File: src/rtl/serial_bus_port.sv
// serial_bus_port: arbitrated MSB-first word serialiser and beat deserialiser; define SERIAL_PORT_RR_ARB_EN for round-robin arbitration (default fixed priority)
module serial_bus_port #(
  parameter int WORD_W = 16,
  parameter int BUS_W = 8,
  parameter int N_CH = 3,
  localparam int BEATS = WORD_W / BUS_W,
  localparam int CH_W = N_CH > 1 ? $clog2(N_CH) : 1
) (
  input  logic                   clk,
  input  logic                   rst,
  input  logic [N_CH-1:0]        ch_req,
  input  logic [N_CH*WORD_W-1:0] ch_word,
  output logic [N_CH-1:0]        ch_grant,
  output logic [BUS_W-1:0]       out_bus,
  output logic                   data_out_ready,
  input  logic                   ard_receive_ready,
  output logic [CH_W-1:0]        out_ch,
  output logic                   shift_done,
  input  logic [BUS_W-1:0]       in_bus,
  input  logic                   data_in_ready,
  output logic [WORD_W-1:0]      rx_word,
  output logic                   rx_valid,
  output logic                   error
);
  localparam int BCW = BEATS > 1 ? $clog2(BEATS) : 1;
  typedef enum logic {IDLE, SEND} state_t;
  state_t state, state_n;
  logic [WORD_W-1:0] tx_sh, rx_sh, sel_word, rx_next;
  logic [BCW-1:0] tx_cnt, rx_cnt;
  logic [CH_W-1:0] sel, ch_r;
  logic found, send, tx_last, rx_last;
  if (WORD_W % BUS_W != 0 || BEATS < 1) begin : g_width_check
    $error("WORD_W must be a non-zero multiple of BUS_W");
  end
`ifdef SERIAL_PORT_RR_ARB_EN
  logic [CH_W-1:0] last;
  always_comb begin
    int best;
    best = N_CH;
    sel = '0;
    for (int i = N_CH - 1; i >= 0; i--)
      if (ch_req[i] && ((i + N_CH - 1 - int'(last)) % N_CH) < best) begin
        best = (i + N_CH - 1 - int'(last)) % N_CH;
        sel = CH_W'(i);
      end
  end
`else
  always_comb begin
    sel = '0;
    for (int i = N_CH - 1; i >= 0; i--)
      if (ch_req[i]) sel = CH_W'(i);
  end
`endif
  always_comb begin
    sel_word = '0;
    for (int i = 0; i < N_CH; i++)
      if (sel == CH_W'(i)) sel_word = ch_word[i*WORD_W +: WORD_W];
  end
  assign found = |ch_req;
  assign send = state == SEND;
  assign tx_last = tx_cnt == BCW'(BEATS - 1);
  assign rx_last = rx_cnt == BCW'(BEATS - 1);
  assign rx_next = (rx_sh << BUS_W) | WORD_W'(in_bus);
  assign ch_grant = (!send && found && !rst) ? N_CH'(1) << sel : '0;
  assign out_bus = send ? tx_sh[WORD_W-1 -: BUS_W] : '0;
  assign out_ch = send ? ch_r : '0;
  assign data_out_ready = send;
  always_comb begin
    state_n = send ? ((ard_receive_ready && tx_last) ? IDLE : SEND) : (found ? SEND : IDLE);
  end
  always_ff @(posedge clk) begin
    if (rst) begin
      state <= IDLE;
      tx_sh <= '0;
      tx_cnt <= '0;
      ch_r <= '0;
      shift_done <= 1'b0;
      error <= 1'b0;
      rx_sh <= '0;
      rx_cnt <= '0;
      rx_word <= '0;
      rx_valid <= 1'b0;
`ifdef SERIAL_PORT_RR_ARB_EN
      last <= '0;
`endif
    end else begin
      state <= state_n;
      shift_done <= send && ard_receive_ready && tx_last;
      error <= error | (ard_receive_ready && !send);
      rx_valid <= data_in_ready && rx_last;
      if (!send && found) begin
        tx_sh <= sel_word;
        ch_r <= sel;
        tx_cnt <= '0;
`ifdef SERIAL_PORT_RR_ARB_EN
        last <= sel;
`endif
      end else if (send && ard_receive_ready) begin
        tx_sh <= tx_sh << BUS_W;
        tx_cnt <= tx_cnt + 1'b1;
      end
      if (data_in_ready) begin
        rx_sh <= rx_next;
        rx_cnt <= rx_last ? '0 : rx_cnt + 1'b1;
        if (rx_last) rx_word <= rx_next;
      end
    end
  end
endmodule

File: config.mk
export PLATFORM = sky130hd
export DESIGN_NAME = serial_bus_port
export DESIGN_NICKNAME = d
export VERILOG_FILES = /design/src/rtl/serial_bus_port.sv
export SDC_FILE = /design/constraint.sdc
export NUM_CORES = 1
export LEC_CHECK = 0
export CAP_MARGIN = 10
export CORE_ASPECT_RATIO = 0.7
export CORE_MARGIN = 4
export CORE_UTILIZATION = 29
export CTS_BUF_LIST = sky130_fd_sc_hd__clkbuf_16
export DETAILED_ROUTE_END_ITERATION = 6
export SYNTH_ARGS = -nofsm -noshare
export SYNTH_HDL_FRONTEND = slang
export SYNTH_SLANG_ARGS = --single-unit
File: constraint.sdc
create_clock -name clk -period 3.35 [get_ports clk]
set_input_delay 0.8375 -clock clk [delete_from_list [all_inputs] [get_ports clk]]
set_output_delay 0.8375 -clock clk [all_outputs]
set_load 0.01 [all_outputs]
### Power grid, run 1

(3 px per um) Pins as bars on the die edge.
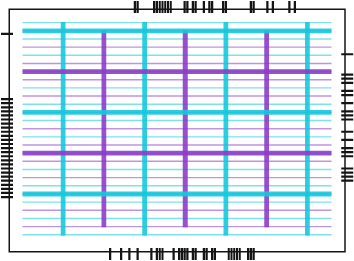
Cyan is VSS. Purple is VDD.
27 met1 rails follow the rows. 7 straps on met4. The core has 26 rows. 96 signal pins sit on the boundary. 5 straps on met5.

### Track usage over the die, run 1

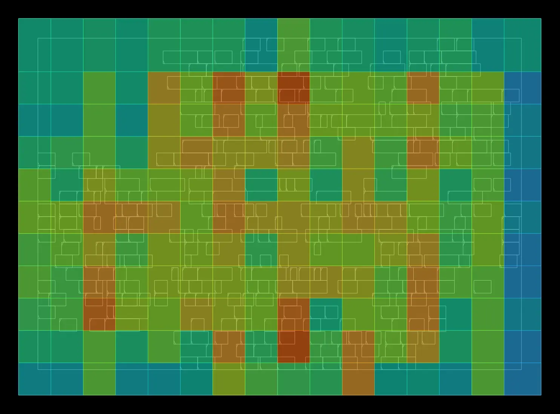
gr busiest metal: met2
met2 Use GR: 21.8%
Tot GR Track Use: 14.0%
met3 usage: 3.92%
DR WL/cell: 15.5 um

### Routed clock nets over the placement, run 1

(4 px per um)
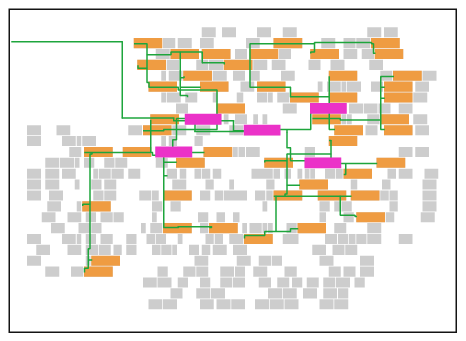
Green is clock wires, length 585 um. Orange is flip-flops, count 48. Magenta is clock drivers, count 5.
There are 6 routed clock nets.

### Sequential cells colored by netlist name, run 1

(4 px per um)
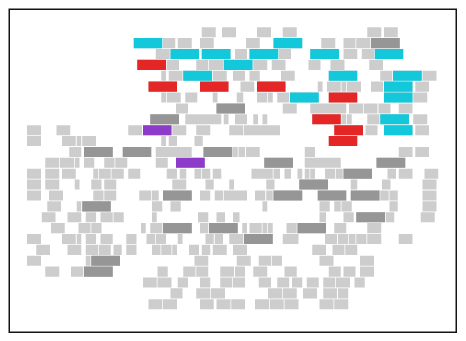
Cyan is rx_word, flops 16. Purple is ch_r, flops 2. Red is rx_sh, flops 8.
Another 22 sequential cells are not colored.

==> GITHUB_STEP_SUMMARY, run 1 <==
## PnR job results

| Metric | Value |
|---|---|
| Final Hold Fails | `0` |
| CP required | `~2.5 ns` |
| Crit Path Category | `in -> out` |
| Core Rows | `26` |
| Post-Synthesis Cells | `225` |
| Largest cells by area after synthesis | `dfxtp_1 44%, a22o_1 6.5%, nor2_1 4.5%, mux2i_1 3.7%, a211o_1 3.2%` |
| Combinational Power Share | `between 10% and 20%` |
| Cts hold-fix bufs | `0` |
| Leading power group | `sequential cells` |
| PostCTS Resize Cnt | `0` |
| CP max stage delay | `roughly 0.6 ns` |
| Num sequential | `about 48` |
| Via/cell ratio | `approximately 5` |
| Crit path max-delay family | `buffers and inverters` |
| Tap Count | `98` |
| Distinct lib cells used | `34` |
| Min Tclk post-route | `about 3.2 ns` |
| Clk tree area frac | `4.44%` |
| DRC errors left | `0` |
| Run status | `completed` |
| DRT iter0 DRCs | `approximately 100` |
| Reg area | `961 um^2` |
| Met1 WL | `3330 um` |
| Met3 Wirelength | `382 um` |
| Post-synth top area cell | `dfxtp_1` |
| Arrival @ worst endpoint | `~2.4 ns` |
| Most common cell in the synthesized netlist | `dfxtp_1` |
| Final non-clock buffer share | `30.8%` |
| P per Cell Area | `413 nW/um^2` |
| Non-Clock Buffer Count | `106` |
| Synth Area per Inst | `9.64 um^2` |
| P&R area growth vs syn | `54.7%` |
| Clk. pwr | `493 uW` |
| Setup Fix Bufs, Post-CTS | `0` |
| OpenROAD warnings | `26` |
| Peak supply drop | `0.223 mV` |
| Non-CTS inverters | `2` |
| Fin util | `46.1%` |
| Post-DP HPWL | `4880 um` |
| CTS sink cnt | `48` |
| Internal cell power | `just over 1000 uW` |
| Antenna diodes | `0` |
| Routability cong. | `between 0.7 and 0.8` |
| Die Wd | `111 um` |
| Post-synth ARST share | `0%` |
| First-pass GRT wire length | `10100 um` |
| Vias in the first global route | `2061` |
| Setup slack at placement | `between 0.15 and 0.2 ns` |
| CP Buf/Inv Count | `2` |
| Grt ovf | `0` |
| Switching Power | `349 uW` |
| Antenna Violating Nets Remaining | `0` |
| Yosys stat area | `2170 um^2` |
| Max layer used | `met4` |
| Mapped cell area | `2170 um^2` |
| Fmax | `0.313 GHz` |
| Fin nets | `379` |
| Total CTS buffers | `5` |
| Port bufs | `95` |
| Worst setup EP type | `primary output` |
| Sequential power | `about 630 uW` |
| Slowest cell on the critical path | `clkdlybuf4s50_1` |
| Combinational share of cell area | `32.3%` |
| CTS tree | `yes` |
| Ys flops | `48` |
| EDFF count, synth | `0` |
| Core area | `7290 um^2` |
| Worst Hold Class | `reg -> reg` |
| Final worst slack | `approximately 0.15 ns` |
| Floorplan Nets | `about 290` |
| Via Count | `2030` |
| Seq share, synth | `44.3%` |
| Share of the synthesized area in the top cell type | `between 40 and 50%` |
| Largest net degree at the start of global routing | `27` |
| Clock root cell | `clkbuf_16` |
| Slew headroom | `27.7%` |
| Maxcap violations | `0` |
| Setup TNS | `0 ns` |
| Clock Latency Late Sink | `0.28 ns` |
| Tot Pwr | `1390 uW` |
| Fraction of layout cells with a size suffix above 1 | `7.57%` |
| CTS H-tree lvls | `2` |
| Worst-path clk slew | `0.06 ns` |
| Met2 WL post-DR | `2690 um` |
| GR Util met1 | `19.6%` |
| Startpoint types | `primary input` |
==> run 1: cell families (layout without fill, tap and decap cells) <==
kind of cell,after synthesis,after routing,synth area share (%)
XOR/XNOR,1,1,0.404
multiplexers,8,8,3.69
AND-OR/OR-AND,88,88,32.0
buffers and inverters,24,116,5.77
flip-flops,48,48,44.3
AND/OR/NAND/NOR,56,56,13.8
==> run 1: registers in the layout, indices dropped and copies added, names as in the netlist, 2 cells and up <==
register / flops
ch_r: 2
rx_sh: 8
rx_word: 16
tx_sh: 16
==> run 1: final timing paths <==
path,from,end,slack [ns],cells past startpoint
max,ch_req[0],ch_grant[1],0.15,4
min,rx_sh[7],rx_word[15],0.47,1
max reg2reg,data_out_ready,tx_sh[6],1.52,3
min reg2reg,rx_sh[7],rx_word[15],0.47,1
## Run 2: what changed since run 1
--- a/config.mk
+++ b/config.mk
@@ -14,3 +14,4 @@
 export SYNTH_ARGS = -nofsm -noshare
 export SYNTH_HDL_FRONTEND = slang
 export SYNTH_SLANG_ARGS = --single-unit
+export TNS_END_PERCENT = 100
### Cells colored by class, run 2

(4 px per um) Fill, decap, tap and diode cells in gray.
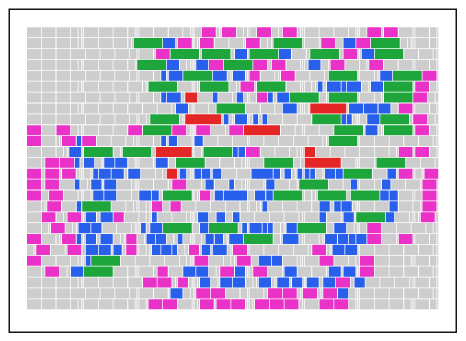
Red is clock drivers and dummy loads, cells 8. Green is sequential cells, cells 48. Blue is combinational and other logic, cells 155. Magenta is remaining buffers and delay cells, cells 106.

### Routed clock nets over the placement, run 2

(4 px per um)
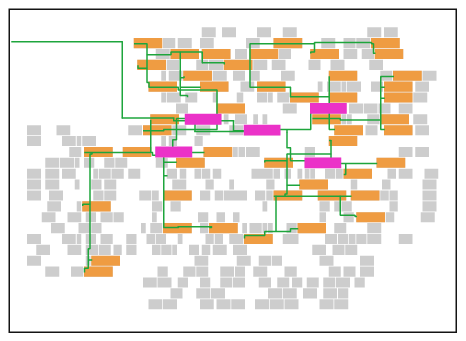
Orange is flip-flops, count 48. Magenta is clock drivers, count 5. Green is clock wires, length 585 um.
There are 6 routed clock nets.

==> GITHUB_STEP_SUMMARY, run 2 <==
## PnR job results

| Metric | Value |
|---|---|
| Worst Hold Class | `reg -> reg` |
| Fin nets | `379 (unchanged)` |
| Cts hold-fix bufs | `0 (unchanged)` |
| Setup Fix Bufs, Post-CTS | `0 (unchanged)` |
| CP required | `2.51 ns (about the same)` |
| First-pass GRT wire length | `10100 um (unchanged)` |
| Seq share, synth | `44.3% (unchanged)` |
| Via Count | `2030 (unchanged)` |
| OpenROAD warnings | `26 (unchanged)` |
| DRC errors left | `0 (unchanged)` |
| Final Hold Fails | `0 (unchanged)` |
| Core Rows | `26 (unchanged)` |
| Yosys stat area | `2170 um^2 (unchanged)` |
| Most common cell in the synthesized netlist | `dfxtp_1` |
| Synth Area in Compound Gates | `32.0% (unchanged)` |
| Grt ovf | `0 (unchanged)` |
| Post-synth top area cell | `dfxtp_1` |
| DRT iter0 DRCs | `100 (unchanged)` |
| Main logic family | `AND-OR/OR-AND gates` |
| Fmax | `0.313 GHz (unchanged)` |
| Simple share | `13.8% (unchanged)` |
| Tap Count | `98 (unchanged)` |
| Worst-path clk slew | `0.06 ns (about the same)` |
| Ys flops | `48 (unchanged)` |
| Vias in the first global route | `2061 (unchanged)` |
| Gr busiest metal | `met2` |
| Fraction of layout cells with a size suffix above 1 | `7.57% (unchanged)` |
| Routability cong. | `0.788 (unchanged)` |
| Share of the synthesized area in the top cell type | `44.3% (unchanged)` |
| Fa+ha+maj area frac | `0% (unchanged)` |
| Non-Clock Buffer Count | `106 (unchanged)` |
| Clk tree area frac | `4.44% (unchanged)` |
| Reg area | `961 um^2 (unchanged)` |
| Final non-clock buffer share | `30.8% (unchanged)` |
| Slew headroom | `27.7% (unchanged)` |
| Fin util | `46.1% (unchanged)` |
| Antenna Violating Nets Remaining | `0 (unchanged)` |
| Post-DP HPWL | `4880 um (unchanged)` |
| Peak supply drop | `0.223 mV (unchanged)` |
| XOR Share, Synth | `0.404% (unchanged)` |
| PostCTS Resize Cnt | `0 (unchanged)` |
| GR Util met1 | `19.6% (unchanged)` |
| R2R Path Start | `data_out_ready` |
| Worst setup startpoint | `ch_req[0]` |
| Met3 usage | `3.92% (unchanged)` |
| Crit Path Category | `in -> out` |
| Die Wd | `111 um (unchanged)` |
| Top Registers | `rx_word: 16 flops, tx_sh: 16 flops, rx_sh: 8 flops` |
| Arrival @ worst endpoint | `2.36 ns (about the same)` |
| Post-synth ARST share | `0% (unchanged)` |
| Maxcap violations | `0 (unchanged)` |
| Non-CTS inverters | `2 (unchanged)` |
| Hold path cells | `1 (unchanged)` |
| Largest cells by area after synthesis | `dfxtp_1 44%, a22o_1 6.5%, nor2_1 4.5%, mux2i_1 3.7%, a211o_1 3.2%` |
| Floorplan Nets | `288 (unchanged)` |
| Via/cell ratio | `4.89 (unchanged)` |
| Synth Area per Inst | `9.64 um^2 (unchanged)` |
| Setup slack at placement | `0.170 ns (unchanged)` |
| Startpoint types | `primary input` |
| Met2 Use GR | `21.8% (unchanged)` |
| Setup TNS | `0 ns (unchanged)` |
| Clock root cell | `clkbuf_16` |
| Worst setup EP type | `primary output` |
| Final worst slack | `0.150 ns (unchanged)` |
| CTS sink cnt | `48 (unchanged)` |
| Min Tclk post-route | `3.20 ns (unchanged)` |
| Total CTS buffers | `5 (unchanged)` |
| CTS tree | `yes` |
| Mapped cell area | `2170 um^2 (unchanged)` |
| Largest net degree at the start of global routing | `27 (unchanged)` |
| Post-synth mux share | `3.69% (unchanged)` |
| Run status | `completed` |
| Tot GR Track Use | `14.0% (unchanged)` |
| EDFF count, synth | `0 (unchanged)` |
| Combinational share of cell area | `32.3% (unchanged)` |
| Worst Reg-to-Reg Cells | `3 (unchanged)` |
### Power grid, run 2

(3 px per um) Pins as bars on the die edge.
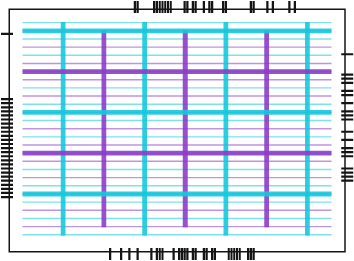
Cyan is VSS. Purple is VDD.
The core has 26 rows. 5 straps on met5.

run 2: cell counts after synthesis:
No cell type changed its count.
run 2: worst paths after layout:
path | end | slack, ns
hold reg to reg | rx_word[15] | 0.47
setup reg to reg | tx_sh[6] | 1.52
setup / recovery | ch_grant[1] | 0.15
hold / removal | rx_word[15] | 0.47
run 2: where the power goes:
group          switching (uW)  total (uW)  internal [uW]
registers                24.5         630            606
clock network             215         493            278
logic                     110         264            154
total                     349        1390           1040
run 2: routing by layer:
metal  routed length (um)  vias to the layer above
met3                  382                        2
met2                 2690                       71
li1                     -                     1032
met4                   19                        0
met1                 3330                      925
met5                    0                        -
run 2: critical path, stage by stage:
cell	delay, ns
clkdlybuf4s50_1	0.49
nand2b_1	0.20
nor3_1	0.24
clkdlybuf4s50_1	0.60
## Run 3: what changed since run 2
--- a/config.mk
+++ b/config.mk
@@ -11,6 +11,7 @@
 export CORE_UTILIZATION = 29
 export CTS_BUF_LIST = sky130_fd_sc_hd__clkbuf_16
 export DETAILED_ROUTE_END_ITERATION = 6
+export GPL_TIMING_DRIVEN = 0
 export SYNTH_ARGS = -nofsm -noshare
 export SYNTH_HDL_FRONTEND = slang
 export SYNTH_SLANG_ARGS = --single-unit
### Cells colored by class, run 3

(4 px per um) Fill, decap, tap and diode cells in gray.
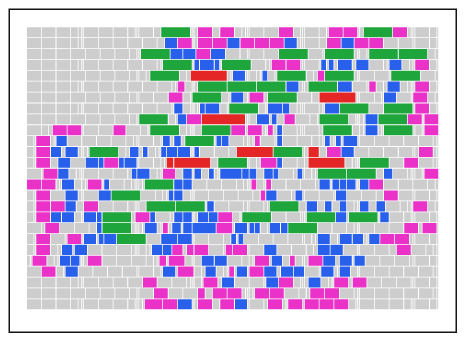
Red is clock drivers and dummy loads, cells 8. Blue is combinational and other logic, cells 155. Magenta is remaining buffers and delay cells, cells 115. Green is sequential cells, cells 48.

### Routed clock nets over the placement, run 3

(4 px per um)
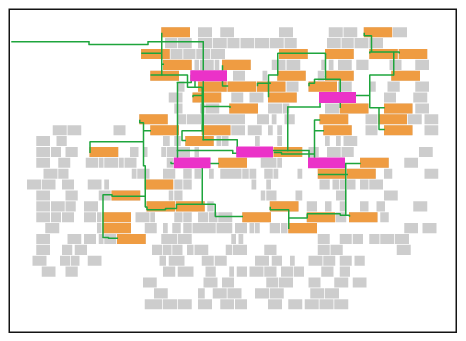
Orange is flip-flops, count 48. Green is clock wires, length 546 um. Magenta is clock drivers, count 5.
There are 6 routed clock nets.

### Sequential cells colored by netlist name, run 3

(4 px per um)
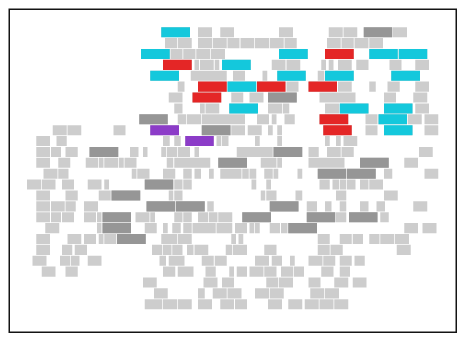
Cyan is rx_word, flops 16. Red is rx_sh, flops 8. Purple is ch_r, flops 2.
Another 22 sequential cells are not colored.

==> GITHUB_STEP_SUMMARY, run 3 <==
## PnR job results

| Metric | Value |
|---|---|
| Run status | `completed` |
| Most common cell in the synthesized netlist | `dfxtp_1` |
| Synth Area in Compound Gates | `32.0% (unchanged)` |
| Max layer used | `met4` |
| Total CTS buffers | `5 (unchanged)` |
| Crit path max-delay family | `buffers and inverters` |
| Worst Hold Class | `reg -> reg` |
| Share of the synthesized area in the top cell type | `44.3% (unchanged)` |
| EDFF count, synth | `0 (unchanged)` |
| Via/cell ratio | `4.86 (-0.72%)` |
| Post-synth mux share | `3.69% (unchanged)` |
| Fin util | `46.8% (+0.70 points)` |
| Fa+ha+maj area frac | `0% (unchanged)` |
| Floorplan Nets | `288 (unchanged)` |
| CTS tree | `yes` |
| Post-synth top area cell | `dfxtp_1` |
| Setup slack at placement | `-0.335 ns (-0.506 ns)` |
| Antenna Violating Nets Remaining | `0 (unchanged)` |
| Arrival @ worst endpoint | `2.34 ns (-0.02 ns)` |
| Setup Fix Bufs, Post-CTS | `0 (unchanged)` |
| Met2 Use GR | `21.2% (-0.66 points)` |
| XOR Share, Synth | `0.404% (unchanged)` |
| GR Util met1 | `21.1% (+1.5 points)` |
| Clock share of power | `38.2% (+2.7 points)` |
| Slowest cell on the critical path | `clkdlybuf4s50_1` |
| Met3 Wirelength | `486 um (+27%)` |
| Tot GR Track Use | `14.8% (+0.81 points)` |
| Ys flops | `48 (unchanged)` |
| Power Combinational | `273 uW (+3%)` |
| Flop pwr share | `43.0% (-2.4 points)` |
| Fraction of layout cells with a size suffix above 1 | `7.98% (+0.40 points)` |
| Internal cell power | `1110 uW (+7.1%)` |
| OpenROAD warnings | `26 (unchanged)` |
| Largest cells by area after synthesis | `dfxtp_1 44%, a22o_1 6.5%, nor2_1 4.5%, mux2i_1 3.7%, a211o_1 3.2%` |
| Simple share | `13.8% (unchanged)` |
| Final Hold Fails | `0 (unchanged)` |
| Peak supply drop | `0.208 mV (-6.8%)` |
| Post-DP HPWL | `5080 um (+4.0%)` |
| Yosys stat area | `2170 um^2 (unchanged)` |
| Final worst slack | `0.174 ns (+0.0235 ns)` |
| Gr busiest metal | `met2` |
| Switching Power | `342 uW (-2.0%)` |
| CP required | `2.51 ns (about the same)` |
| CP Cell Sequence | `clkdlybuf4s50_1 -> buf_6 -> nand2b_1 -> clkbuf_1 -> nor3_1 -> dlygate4sd2_1` |
| Largest net degree at the start of global routing | `20 (-26%)` |
| Top Registers | `rx_word: 16 flops, tx_sh: 16 flops, rx_sh: 8 flops` |
| Mapped cell area | `2170 um^2 (unchanged)` |
| Clock root cell | `clkbuf_16` |
| Core Rows | `26 (unchanged)` |
[run 3: cell counts after synthesis]
No cell type changed its count.
[run 3: final cells by class]
class,instances,share of cell area (%)
Timing Repair Buffer,94,27.6
Multi-Input combinational cell,153,31.8
Sequential cell,48,28.2
Tap cell,98,3.60
Clock inverter,3,1.25
Clock buffer,5,3.67
Buffer,21,3.67
Inverter,2,0.220
[run 3: worst paths after layout]
path | from | endpoint | slack, ns | depth (start not counted)
hold / removal | error | error | 0.46 | 2
setup reg to reg | data_out_ready | tx_sh[14] | 1.82 | 5
hold reg to reg | error | error | 0.46 | 2
setup / recovery | ch_req[1] | ch_grant[1] | 0.17 | 6
[run 3: what timing repair did]
item	in CTS	in global routing
gates cloned	0	0
hold endpoints to repair	0	0
endpoints found under the setup margin	3	1
resized	6	3
No activity file was given, so power comes from the tool's default toggle rates.
